$ cat src/rtl/encoder_8x3_reg.sv
// Registered 8-to-3 encoder for one-hot select vectors, with an input-valid
// flag and a multi-hot error flag. All outputs change one clk edge after d
// is sampled.
//
// Optional feature macro: ENCODER_PRIORITY_EN
//   undefined : OR-encoder. A multi-hot input gives the bitwise OR of the
//               indices of all set bits.
//   defined   : priority encoder. The index of the highest set bit wins, so
//               d[7] has the highest priority.
// One-hot inputs, valid, err, reset and latency are the same in both builds.
module encoder_8x3_reg (
  input  logic       clk,
  input  logic       rst,
  input  logic [7:0] d,
  output logic       a,
  output logic       b,
  output logic       c,
  output logic       valid,
  output logic       err
);

  logic [2:0] idx_d, idx_q;
  logic       valid_d, valid_q;
  logic       err_d, err_q;
  logic [7:0] d_less_one;

  // Clearing the lowest set bit leaves a nonzero value exactly when two or
  // more bits are set.
  assign d_less_one = d - 8'd1;

  // Combinational encode of the current sample.
  always_comb begin
    idx_d   = 3'd0;
    valid_d = |d;
    err_d   = |(d & d_less_one);
`ifdef ENCODER_PRIORITY_EN
    // Scan upward so that the highest set bit is the last one to assign.
    for (int i = 0; i < 8; i++) begin
      if (d[i]) idx_d = i[2:0];
    end
`else
    idx_d[2] = d[4] | d[5] | d[6] | d[7];
    idx_d[1] = d[2] | d[3] | d[6] | d[7];
    idx_d[0] = d[1] | d[3] | d[5] | d[7];
`endif
  end

  // Output register. Reset is synchronous and overrides the sample.
  always_ff @(posedge clk) begin
    if (rst) begin
      idx_q   <= 3'd0;
      valid_q <= 1'b0;
      err_q   <= 1'b0;
    end else begin
      idx_q   <= idx_d;
      valid_q <= valid_d;
      err_q   <= err_d;
    end
  end

  assign a     = idx_q[2];
  assign b     = idx_q[1];
  assign c     = idx_q[0];
  assign valid = valid_q;
  assign err   = err_q;

endmodule

$ cat config.mk
export PLATFORM = sky130hd
export DESIGN_NAME = encoder_8x3_reg
export DESIGN_NICKNAME = d
export VERILOG_FILES = /design/src/rtl/encoder_8x3_reg.sv
export SDC_FILE = /design/constraint.sdc
export NUM_CORES = 1
export LEC_CHECK = 0
export CAP_MARGIN = 40
export CORE_AREA = 2 2 39 41
export DETAILED_ROUTE_END_ITERATION = 7
export DIE_AREA = 0 0 41 43
export GPL_TIMING_DRIVEN = 0
export PLACE_DENSITY_LB_ADDON = 0.25
export SYNTH_ARGS = -nofsm -noshare
export SYNTH_HDL_FRONTEND = slang
export SYNTH_SLANG_ARGS = --single-unit
$ cat constraint.sdc
create_clock -name clk -period 1.3 [get_ports clk]
set_input_delay 0.195 -clock clk [delete_from_list [all_inputs] [get_ports clk]]
set_output_delay 0.195 -clock clk [all_outputs]
set_load 0.05 [all_outputs]
Run 1, ports around the boundary:
Pins as bars across the die edge, other pins in gray.
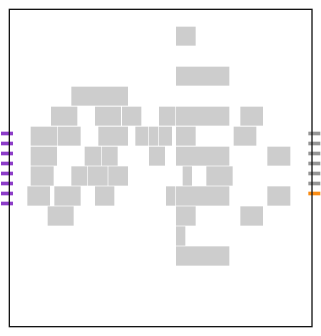
[orange] `b` | pins: 1 | direction: output | edge: right
[purple] `d` | pins: 8 | direction: input | edge: left
all pins by edge: 8 left, 7 right

Run 1, metal layers overlaid:
Bar = 10 um.
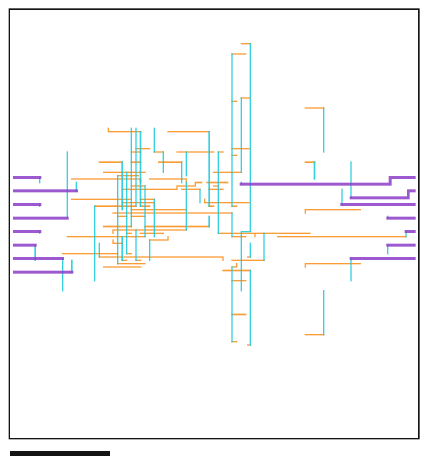
[cyan] metal 2 | wire length: 208 um
[orange] metal 1 | wire length: 211 um
[purple] metal 3 | wire length: 76.5 um

Run 1, a small window of the routed layout:
Region (0, 1) to (20, 21) um. Cells in gray, sequential cells in the stronger gray; small squares are vias.
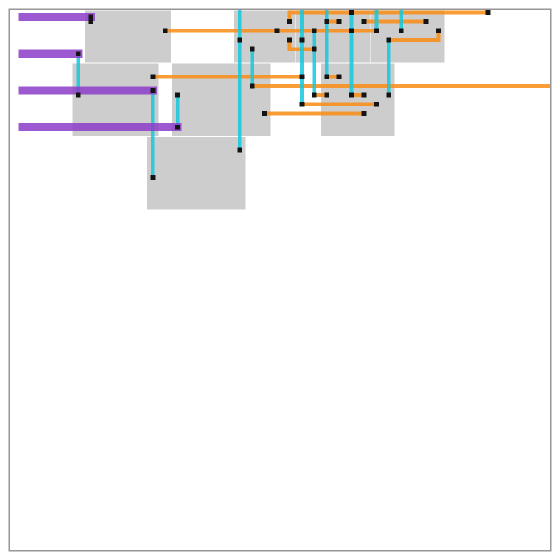
[purple] metal 3
[orange] metal 1
[cyan] metal 2
cells with their middle in the window: 8
sequential cells in the window: 0
most frequent: a211oi_1 (2), dlygate4sd2_1 (2)

Run 1, routed clock nets over the placement:
Bar = 10 um.
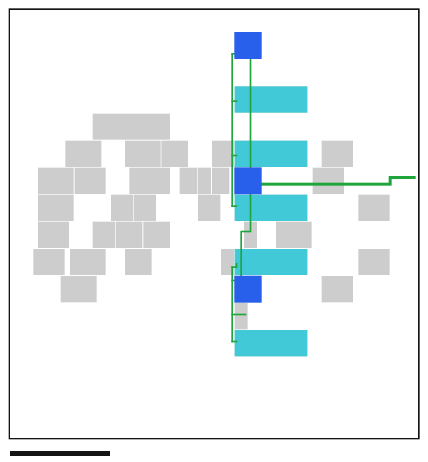
[blue] clock drivers | count: 3
[green] clock wires | length: 74.4 um
[cyan] flip-flops | count: 5
routed clock nets: 4

==> Slide: Implementation Results, run 1 <==
Implementation Results

Synth
  – Post-synth regs: 5
  – Avg Cell Area, Syn: 10.37 um2
  – Post-Syn Nets: 31
  – Chip area in the Yosys report: 217.7 um2
  – Top-count cell post-synth: dfxtp_1
  – Cell Type Count: 12
  – Synth cell count leaders: dfxtp_1, nor4_1, a211oi_1, nor2_1
  – Top cells by area: dfxtp_1, nor4_1, nor4_4
  – Number of synthesized flops with an enable pin: 0
  – Async set-reset flop share out of synthesis: 0%
  – Cell taking the most area after synthesis: dfxtp_1
  – Warnings from Yosys: 0
  – Number of cells in Yosys stat: 21
  – Top cell area share: 45.98%
  – Cells after Synth: 21
  – Seq/Total Area, Yosys: 45.98%
  – Post-Syn Area: 217.7 um2

Power and ir drop
  – P_sw: 0.0001194 W
  – Pwr/cell area: 1088 mW/mm2
  – Worst IR drop on VDD: 275.7 uV
  – Clk pwr share: 39.4%
  – Reg power frac: 37.8%
  – Cell-internal power: 0.0003176 W
  – Switching fraction of total power: 27.33%
  – Comb power frac: 22.7%

Setup path
  – CP Launch Type: primary input
  – WP data arrival: 1390 ps
  – Critical-path maximum fanout: 5
  – CP required: 1420 ps
  – CP peak stage delay: 580 ps
  – Critical-path cell list: clkdlybuf4s15_1 -> or4_4 -> buf_4 -> nor3_1 -> nor4_1
  – Critical path class: primary input to flop
  – Slowest CP cell: or4_4

Floorplanning
  – # rows: 14
  – Core area: 0.001384 mm2
  – Num ports: 15
  – Die Y: 43 um
  – Core Util at FP: 15.73%
  – Die width: 41 um
  – DIE AREA: 0.001763 mm2

Clock network
  – Clk root buf: clkbuf_4
  – Number of H-tree levels: 1
  – CTS sink cnt: 5
  – Total CTS buffers: 3
  – Worst-path clk slew: 40 ps
  – Post-CTS Hold Buffers: 0
  – CTS Buffer Depth: 2

Global routing
  – GR Overflow Total: 0
  – Initial antenna violation count: 0
  – Largest net degree at the start of global routing: 6
  – Number of global-route vias before repair: 217

Layout
  – Layout cell share with drive strength beyond 1: 15.00%
  – # nets final: 51
  – Logic area: 113.9 um2
  – Seq. cell area: 100.1 um2
  – Area grow syn2layout: 84.48%
  – Fill count: 152
  – Final core utilization: 29.02%

Drt
  – Remaining antenna violation count: 0
  – Routed WL per cell: 8.821 um
  – Residual DRC: 0
  – Router iterations before antenna repair: 2
  – Final wirelength: 494 um
  – DR vias: 239
  – Iter 0 DRT Violations: 1

Placed design
  – IO buf count: 14
  – GP Congestion: 0.6922
  – Pre-CTS WS: -369.5 ps

Outcome
  – Status: finished, final reports clean

Job
  – Tool Warnings: 26
  – Max Cap Violations: 0

Final timing
  – Least-Margin Pin Slew: 493.8 ps
  – Final period util: 97.77%
  – RSZ-0062 raised after global routing: false
  – Final WS setup: 28.95 ps
  – Final tally of hold violations: 0
  – Min Tclk post-route: 1271 ps
  – Fmax achieved: 786.8 MHz
  – Final Max Slew Viols: 0
  – Relative slew slack: 67.21%

Worst hold path
  – Hold path cells: 3
  – HP Class: primary input to flop
==> run 1: flip-flops by register name, summed over array words and instances, names as in the netlist <==
signal,cells
idx_q,3
err,1
valid,1
==> run 1: cell families after synthesis <==
| kind of cell | after synthesis | synth area share (%) |
|---|---|---|
| buffers and inverters | 1 | 1.722 |
| adders and majority gates | 1 | 4.598 |
| DFF | 5 | 45.98 |
| AOI/OAI and AO/OA | 4 | 12.64 |
| and+or+nand+nor | 10 | 35.06 |
==> run 1: power by group through the flow <==
stage | sequential [W] | combinational [W] | clock, W
6_report | 0.000165 | 0.0000993 | 0.000172
4_1_cts | 0.000166 | 0.0000995 | 0.000183
5_1_grt | 0.000166 | 0.000105 | 0.000185
3_3_place_gp | 0.000168 | 0.000108 | 0
3_5_place_dp | 0.000169 | 0.000109 | 0
2_1_floorplan | 0.000203 | 0.0000138 | 0
==> run 1: critical path: cells and delay by family <==
family                 cells  cell delay [ps]
buffers and inverters      2              390
and+or+nand+nor            3              800
==> run 1: cell usage in the layout, fill, tap and decap left out <==
cell type	n
a211oi_1	2
a21oi_1	1
buf_4	1
clkbuf_1	1
clkbuf_4	3
clkdlybuf4s15_1	1
clkdlybuf4s50_1	5
dfxtp_1	5
dlygate4sd2_1	8
inv_1	1
maj3_1	1
nor2_1	2
nor2b_1	1
nor3_1	1
nor4_1	4
nor4_4	1
o21a_1	1
or4_4	1
==> run 1: worst max path at each step <==
stage / start / to / slack, ps / cells past startpoint
CTS: d[7] / valid$_SDFF_PP0_ / 6 / 4
global placement: d[7] / valid$_SDFF_PP0_ / -340 / 4
finish: d[7] / err$_SDFF_PP0_ / 30 / 5
global route: d[7] / err$_SDFF_PP0_ / 6 / 5
detailed placement: d[7] / valid$_SDFF_PP0_ / -370 / 4
floorplan: d[7] / valid$_SDFF_PP0_ / 210 / 3
==> run 1: cell type report <==
class                           count  area share [%]
Inverter                            1          0.9346
Multi-Input combinational cell     15           28.35
Sequential cell                     5           24.92
Timing Repair Buffer               15           34.27
Clock buffer                        4           6.542
Tap cell                           16           4.984
==> run 1: stage by stage <==
| step | total power, W | std cells | hold slack [ps] | TNS (ps) | instance area (um2) |
|---|---|---|---|---|---|
| 6_report | 0.0004370 | 56 | 415.6 | 0 | 401.6 |
| 5_1_grt | 0.0004562 | 56 | 426.5 | 0 | 401.6 |
| 4_1_cts | 0.0004476 | 56 | 391.0 | 0 | 401.6 |
| 3_5_place_dp | 0.0002774 | 51 | 828.6 | -940.1 | 377.9 |
| 3_3_place_gp | 0.0002765 | 51 | 846.6 | -896.4 | 377.9 |
| 2_1_floorplan | 0.0002167 | 21 | 264.1 | 0 | 217.7 |
==> run 1: layer usage <==
layer	wire, um	track usage, %
met1	211	8.013
met2	207	9.375
met3	76	1.571
met4	0	6.000
met5	0	0
==> run 1: what timing repair did <==
action | CTS | global route
resized | 10 | 0
endpoints found under the setup margin | 7 | 2
buffers inserted | 1 | 0
pin swaps | 3 | 1
endpoints found under the hold margin | 0 | 0
==> run 2: changes to the inputs <==
Settings changed: CTS_CLUSTER_DIAMETER set to 100.
Run 2, routed clock nets over the placement:
Bar = 10 um.
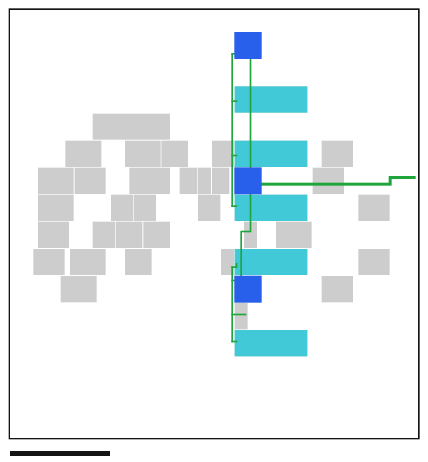
Clk pwr share: 39.4%
clock-net power: 0.000172 W

==> run 2 against run 1 <==
Effect of this change: sequential share of layout area unchanged; critical path type unchanged; worst hold slack unchanged; via count unchanged; count of clock-buffer cells in the layout did not move; combinational power about the same; fmax unchanged; critical endpoint unchanged; final area did not move; critical path depth unchanged; synthesized area is the same; largest cell class unchanged; sequential power about the same.
==> Slide: Implementation Results, run 2 <==
Implementation Results

Outcome
  – Status: finished, final reports clean

Layout
  – Largest register FFs: 3
  – Top Layout Cells: dlygate4sd2_1, dfxtp_1, clkdlybuf4s50_1
  – Area grow syn2layout: 84.48%
  – Layout cell share with drive strength beyond 1: 15.00%
  – Most instantiated logic cell after routing: dlygate4sd2_1
  – Largest Register: idx_q

Synth
  – Number of cells in Yosys stat: 21
  – Seq/Total Area, Yosys: 45.98%
  – Top cell area share: 45.98%
  – Avg Cell Area, Syn: 10.37 um2
  – Number of synthesized flops with an enable pin: 0
  – Async set-reset flop share out of synthesis: 0%
  – Chip area in the Yosys report: 217.7 um2
  – Post-Syn Area: 217.7 um2
  – Post-synth regs: 5

Global routing
  – Initial antenna violation count: 0
  – GR Overflow Total: 0

Floorplanning
  – Num ports: 15
  – # rows: 14
  – Core Util at FP: 15.73%
  – DIE AREA: 0.001763 mm2
  – Die Y: 43 um
  – Core area: 0.001384 mm2

Clock network
  – Worst-path clk slew: 40 ps
  – Total CTS buffers: 3
  – Post-CTS Hold Buffers: 0
  – CTS sink cnt: 5

Worst hold path
  – HP Class: primary input to flop

Drt
  – Remaining antenna violation count: 0
  – Router iterations before antenna repair: 2
  – Metal3 WL: 76 um
  – Routed WL per cell: 8.821 um
  – Iter 0 DRT Violations: 1
  – Wl on met1: 211 um
  – Max layer used: met3
  – Final wirelength: 494 um

Power and ir drop
  – Cell-internal power: 0.0003176 W
  – Comb power frac: 22.7%
  – Worst IR drop on VDD: 275.7 uV
  – P_sw: 0.0001194 W
  – Pwr/cell area: 1088 mW/mm2

Final timing
  – Final tally of hold violations: 0
  – Fmax achieved: 786.8 MHz
  – Relative slew slack: 67.21%
  – Final period util: 97.77%
  – Least-Margin Pin Slew: 493.8 ps

Setup path
  – CP required: 1420 ps
  – Critical path class: primary input to flop
  – Critical path origin: d[7]
  – Critical-path maximum fanout: 5

Placed design
  – GP Congestion: 0.6922
  – Pre-CTS WS: -369.5 ps
  – IO buf count: 14

Job
  – Max Cap Violations: 0
  – Tool Warnings: 26
Run 2, a small window of the routed layout:
Region (0, 1) to (20, 21) um. Cells in gray, sequential cells in the stronger gray; small squares are vias.
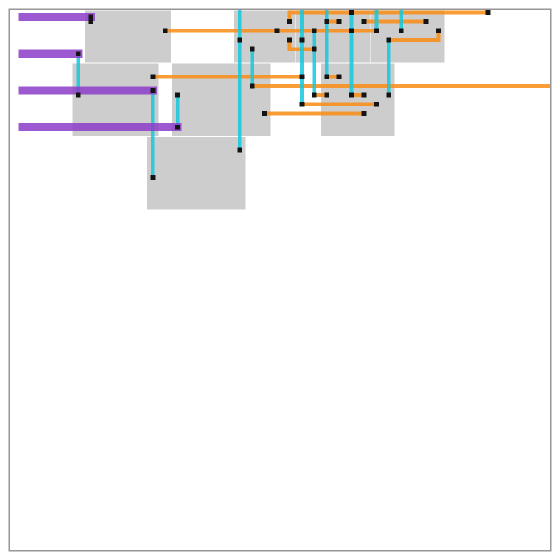
[purple] metal 3
[orange] metal 1
[cyan] metal 2
cells with their middle in the window: 8
most frequent: a211oi_1 (2), dlygate4sd2_1 (2)
sequential cells in the window: 0

[run 2: power groups by stage]
stage	sequential (W)	clock, W	combinational, W
after floorplan	0.000203	0	0.0000138
after global placement	0.000168	0	0.000108
after detailed placement	0.000169	0	0.000109
after CTS	0.000166	0.000183	0.0000995
after global routing	0.000166	0.000185	0.000105
final	0.000165	0.000172	0.0000993
[run 2: logic make-up (layout without fill, tap and decap cells)]
group / count (synthesis) / count (layout) / share of synthesized area, %
buffers and inverters: 1 / 20 / 1.722
AND-OR/OR-AND: 4 / 4 / 12.64
adder cells (fa/ha/maj): 1 / 1 / 4.598
flip-flops: 5 / 5 / 45.98
AND/OR/NAND/NOR: 10 / 10 / 35.06
[run 2: path summary, 6_finish.rpt]
path,end,slack (ps),depth (start not counted)
setup / recovery,err$_SDFF_PP0_,30,5
hold / removal,idx_q[0]$_SDFF_PP0_,420,3
[run 2: cell type report]
type / instances / area (um2)
clock buffer: 4 / 26.28
fill: 152 / 982.2
inverter: 1 / 3.754
multi-input combinational: 15 / 113.9
sequential: 5 / 100.1
tap: 16 / 20.02
timing repair buffer: 15 / 137.6
[run 2: worst max-delay path, cell delays in order]
cell             delay (ps)
clkdlybuf4s15_1         240
or4_4                   580
buf_4                   150
nor3_1                  160
nor4_1                   60
[run 2: stage by stage]
| stage | setup TNS [ps] | area, um2 | power, W | utilization (%) | instances |
|---|---|---|---|---|---|
| global placement | -896.4 | 377.9 | 0.0002765 | 27.31 | 51 |
| detailed placement | -940.1 | 377.9 | 0.0002774 | 27.31 | 51 |
| finish | 0 | 401.6 | 0.0004370 | 29.02 | 56 |
| floorplan | 0 | 217.7 | 0.0002167 | - | 21 |
| global route | 0 | 401.6 | 0.0004562 | 29.02 | 56 |
| CTS | 0 | 401.6 | 0.0004476 | 29.02 | 56 |
[run 2: layer usage]
metal	vias to the layer above	track usage, %
met5	-	0
met4	0	6.000
met3	0	1.571
met2	15	9.375
met1	103	8.013
li1	121	-
[run 2: what timing repair did]
action,CTS,global route
endpoints found under the setup margin,7,2
gates cloned,0,0
buffers inserted,1,0
resized,10,0
pin swaps,3,1
Power and IR drop assume default switching activity.
